[src/rtl/tsc_fetch_unit.sv]
// -----------------------------------------------------------------------------
// tsc_fetch_unit
//
// Instruction fetch stage that sits in front of the single-cycle TSC datapath.
// It owns the program counter and issues one read at a time to instruction
// memory. It buffers the returned word and presents it to decode with a
// valid/ready handshake. It also applies JMP redirects and counts the
// instructions handed to decode.
//
// Fetch sequence: IDLE -> REQ (one-cycle request) -> WAIT (until read data or
// timeout) -> HOLD (word presented until accepted) -> REQ ...
// A read that never returns parks the unit in ERR with a sticky error flag.
// Only reset_cpu leaves ERR.
//
// Ports
//   clk           clock, all state updates on the rising edge
//   reset_cpu     asynchronous, active-high reset
//   cpu_enable    run enable; low blocks new requests and transfers
//   imem_req      one-cycle read request to instruction memory
//   imem_addr     read address (the pc), meaningful while imem_req=1
//   imem_rvalid   read data valid, only looked at in WAIT
//   imem_rdata    instruction word, captured when imem_rvalid=1 in WAIT
//   inst          buffered instruction for decode
//   inst_valid    inst holds an instruction decode has not yet taken
//   inst_ready    decode accepts inst this cycle
//   jmp           decode's Jump decision for the presented inst
//   jmp_target    TSC JMP target field (inst[11:0])
//   pc            address of the instruction on inst / next to fetch
//   PC_below8bit  pc[7:0], drives the LED display
//   num_inst      count of instructions transferred to decode (wraps)
//   fetch_err     sticky read-timeout flag
// -----------------------------------------------------------------------------
module tsc_fetch_unit #(
    parameter int                   WORD_SIZE = 16,
    parameter logic [WORD_SIZE-1:0] RESET_PC  = '0,
    parameter int                   TIMEOUT   = 15
) (
    input  logic                 clk,
    input  logic                 reset_cpu,
    input  logic                 cpu_enable,
    output logic                 imem_req,
    output logic [WORD_SIZE-1:0] imem_addr,
    input  logic                 imem_rvalid,
    input  logic [WORD_SIZE-1:0] imem_rdata,
    output logic [WORD_SIZE-1:0] inst,
    output logic                 inst_valid,
    input  logic                 inst_ready,
    input  logic                 jmp,
    input  logic [11:0]          jmp_target,
    output logic [WORD_SIZE-1:0] pc,
    output logic [7:0]           PC_below8bit,
    output logic [WORD_SIZE-1:0] num_inst,
    output logic                 fetch_err
);

    // Fetch state encoding.
    localparam logic [2:0] S_IDLE = 3'd0;
    localparam logic [2:0] S_REQ  = 3'd1;
    localparam logic [2:0] S_WAIT = 3'd2;
    localparam logic [2:0] S_HOLD = 3'd3;
    localparam logic [2:0] S_ERR  = 3'd4;

    localparam logic [WORD_SIZE-1:0] WORD_ONE    = {{(WORD_SIZE-1){1'b0}}, 1'b1};
    localparam logic [7:0]           TIMEOUT_CNT = 8'(TIMEOUT);

    logic [2:0]           state_q,      state_d;
    logic [WORD_SIZE-1:0] pc_q,         pc_d;
    logic [WORD_SIZE-1:0] inst_q,       inst_d;
    logic                 inst_valid_q, inst_valid_d;
    logic [WORD_SIZE-1:0] num_inst_q,   num_inst_d;
    logic                 fetch_err_q,  fetch_err_d;
    logic [7:0]           tmo_cnt_q,    tmo_cnt_d;

    // A handshake completes only when decode is ready and the CPU is running.
    // inst_valid_q is set only in HOLD, so this cannot fire in other states.
    logic transfer;
    assign transfer = inst_valid_q & inst_ready & cpu_enable;

    // JMP keeps the upper pc bits and replaces the low 12 with the target.
    // Sequential fetch wraps 16'hFFFF -> 16'h0000 naturally.
    logic [WORD_SIZE-1:0] pc_next;
    assign pc_next = jmp ? {pc_q[WORD_SIZE-1:12], jmp_target} : pc_q + WORD_ONE;

    // Next-state and datapath update.
    always_comb begin
        // NOTE: every variable assigned in this block first gets its held value.
        // Without these defaults a path that skips an assignment would infer a latch.
        state_d      = state_q;
        pc_d         = pc_q;
        inst_d       = inst_q;
        inst_valid_d = inst_valid_q;
        num_inst_d   = num_inst_q;
        fetch_err_d  = fetch_err_q;
        tmo_cnt_d    = tmo_cnt_q;

        case (state_q)
            S_IDLE: begin
                if (cpu_enable) begin
                    state_d = S_REQ;
                end
            end

            // The request lasts exactly one cycle. The memory is committed once
            // asked, so disabling the CPU here does not abort the read.
            S_REQ: begin
                tmo_cnt_d = 8'd0;
                state_d   = S_WAIT;
            end

            // Data arriving on the last allowed cycle still wins over the timeout.
            S_WAIT: begin
                if (imem_rvalid) begin
                    inst_d       = imem_rdata;
                    inst_valid_d = 1'b1;
                    tmo_cnt_d    = 8'd0;
                    state_d      = S_HOLD;
                end else if (tmo_cnt_q + 8'd1 == TIMEOUT_CNT) begin
                    tmo_cnt_d   = tmo_cnt_q + 8'd1;
                    fetch_err_d = 1'b1;
                    state_d     = S_ERR;
                end else begin
                    tmo_cnt_d = tmo_cnt_q + 8'd1;
                end
            end

            // A transfer implies cpu_enable=1, so the next fetch starts at once.
            S_HOLD: begin
                if (transfer) begin
                    inst_valid_d = 1'b0;
                    num_inst_d   = num_inst_q + WORD_ONE;
                    pc_d         = pc_next;
                    state_d      = S_REQ;
                end
            end

            // The unit stays here until reset_cpu.
            S_ERR: begin
                inst_valid_d = 1'b0;
            end

            default: begin
                state_d = S_IDLE;
            end
        endcase
    end

    // State registers.
    always_ff @(posedge clk or posedge reset_cpu) begin
        if (reset_cpu) begin
            state_q      <= S_IDLE;
            pc_q         <= RESET_PC;
            inst_q       <= '0;
            inst_valid_q <= 1'b0;
            num_inst_q   <= '0;
            fetch_err_q  <= 1'b0;
            tmo_cnt_q    <= 8'd0;
        end else begin
            // NOTE: sequential state uses non-blocking assignments, so all
            // flops sample their _d values from the same pre-edge snapshot.
            state_q      <= state_d;
            pc_q         <= pc_d;
            inst_q       <= inst_d;
            inst_valid_q <= inst_valid_d;
            num_inst_q   <= num_inst_d;
            fetch_err_q  <= fetch_err_d;
            tmo_cnt_q    <= tmo_cnt_d;
        end
    end

    // Outputs are decoded from registered state, so they are glitch-free and
    // go quiet as soon as reset is asserted.
    assign imem_req     = (state_q == S_REQ);
    assign imem_addr    = pc_q;
    assign inst         = inst_q;
    assign inst_valid   = inst_valid_q;
    assign pc           = pc_q;
    assign PC_below8bit = pc_q[7:0];
    assign num_inst     = num_inst_q;
    assign fetch_err    = fetch_err_q;

endmodule
[config.mk]
export PLATFORM = sky130hd
export DESIGN_NAME = tsc_fetch_unit
export DESIGN_NICKNAME = d
export VERILOG_FILES = /design/src/rtl/tsc_fetch_unit.sv
export SDC_FILE = /design/constraint.sdc
export NUM_CORES = 1
export LEC_CHECK = 0
export ABC_AREA = 1
export CORE_MARGIN = 2
export CORE_UTILIZATION = 43
export CTS_BUF_LIST = sky130_fd_sc_hd__clkbuf_4
export CTS_CLUSTER_DIAMETER = 120
export DETAILED_ROUTE_END_ITERATION = 12
export PLACE_DENSITY = 0.79
export SLEW_MARGIN = 20
export SYNTH_ARGS = -nofsm -noshare
export SYNTH_HDL_FRONTEND = slang
export SYNTH_SLANG_ARGS = --single-unit
[constraint.sdc]
create_clock -name clk -period 1.79 [get_ports clk]
set_input_delay 0.2685 -clock clk [delete_from_list [all_inputs] [get_ports clk]]
set_output_delay 0.2685 -clock clk [all_outputs]
set_load 0.05 [all_outputs]
Met1 routing:
Supply wires on this layer in grey. Cells faint in the background.
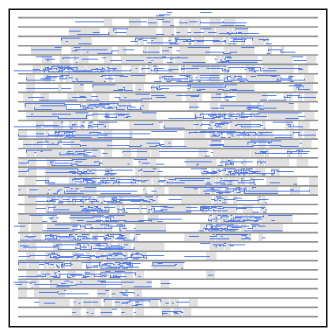
The layer holds 43% of the routed length. The layer carries 3190 um of wire.
met1 Track Usage GR: 0.228
via count of the routed design: 2849
Post-Route WL: 7370 um

Placement by cell class:
Bar = 20 um.
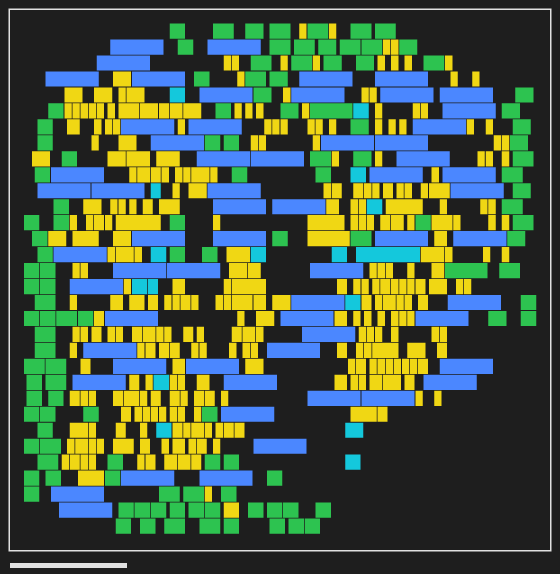
clock drivers and dummy loads: in cyan, cells 16, share of their area 3.3%. other buffers and delay cells: in green, cells 118, share of their area 24%. all other logic: in yellow, cells 308, share of their area 37%. flip-flops: in blue, cells 61, share of their area 36%.

==> notes.md <==
Flow results are below.

- The flow ran to the end, and the final reports show no timing, DRC or antenna violations.
- In this run the static leakage power is 2.28 nW.
- Per STA, the highest per-stage delay on the worst path measures 0.47 ns.
- The number of well-tap cells placed is 102, for reference.
- The critical path launch point type is a flop, for reference.
- After routing, the total negative slack on setup checks comes to 0 ns.
- The highest-count logic cell in the final layout is nand2_1, for reference.
- The number of primary I/O pins is 109, for reference.
- The register area is 1530 um^2, for reference.
- The total power draw is 6.97 mW, for reference.
- Across the routed clock network, the largest skew measured is 0.0107 ns.
- According to the finish report, the design has a final net count of 536.
- In this run the standard cell core region covers 7610 um^2.
- The met3 usage is 0.0353, for reference.
- The antenna diode count is 0, for reference.
- The design internal power is 3.27 mW, for reference.
- In this run, placement finished with an instance count of 589.
- On met2, the global router reports a usage of 0.302.
- For this run, the share of the core covered by cells in the final layout is 0.576.
- Power attributed to the clock group is 965 uW.
- The initial antenna violation count came to 0.
- Per the final layout report, the fraction of cells sized above drive strength 1 comes to 0.219.
- Per the OpenROAD timing report, the critical path contains 2 cells.
Cells by drive strength:
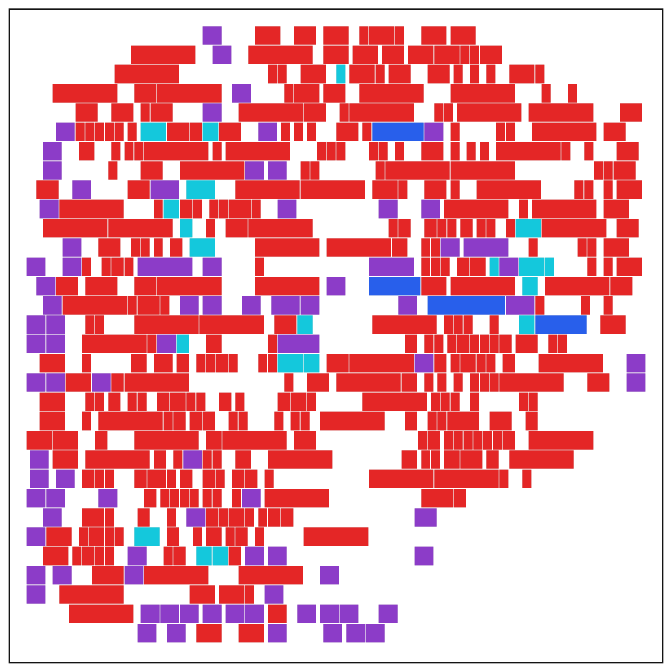
drive 6 and up: in blue, cells 4, share 0.80%, most used buf_12. drive 1 or less: in red, cells 393, share 78%, most used nand2_1. drive 3 to 4: in purple, cells 86, share 17%, most used buf_4. drive 2: in cyan, cells 20, share 4.0%.
post-layout instance area: 4390 um^2
worst path setup slack after routing: 0.133 ns
count of non-CTS buffers in the layout: 118

Power and IR drop assume default switching activity.
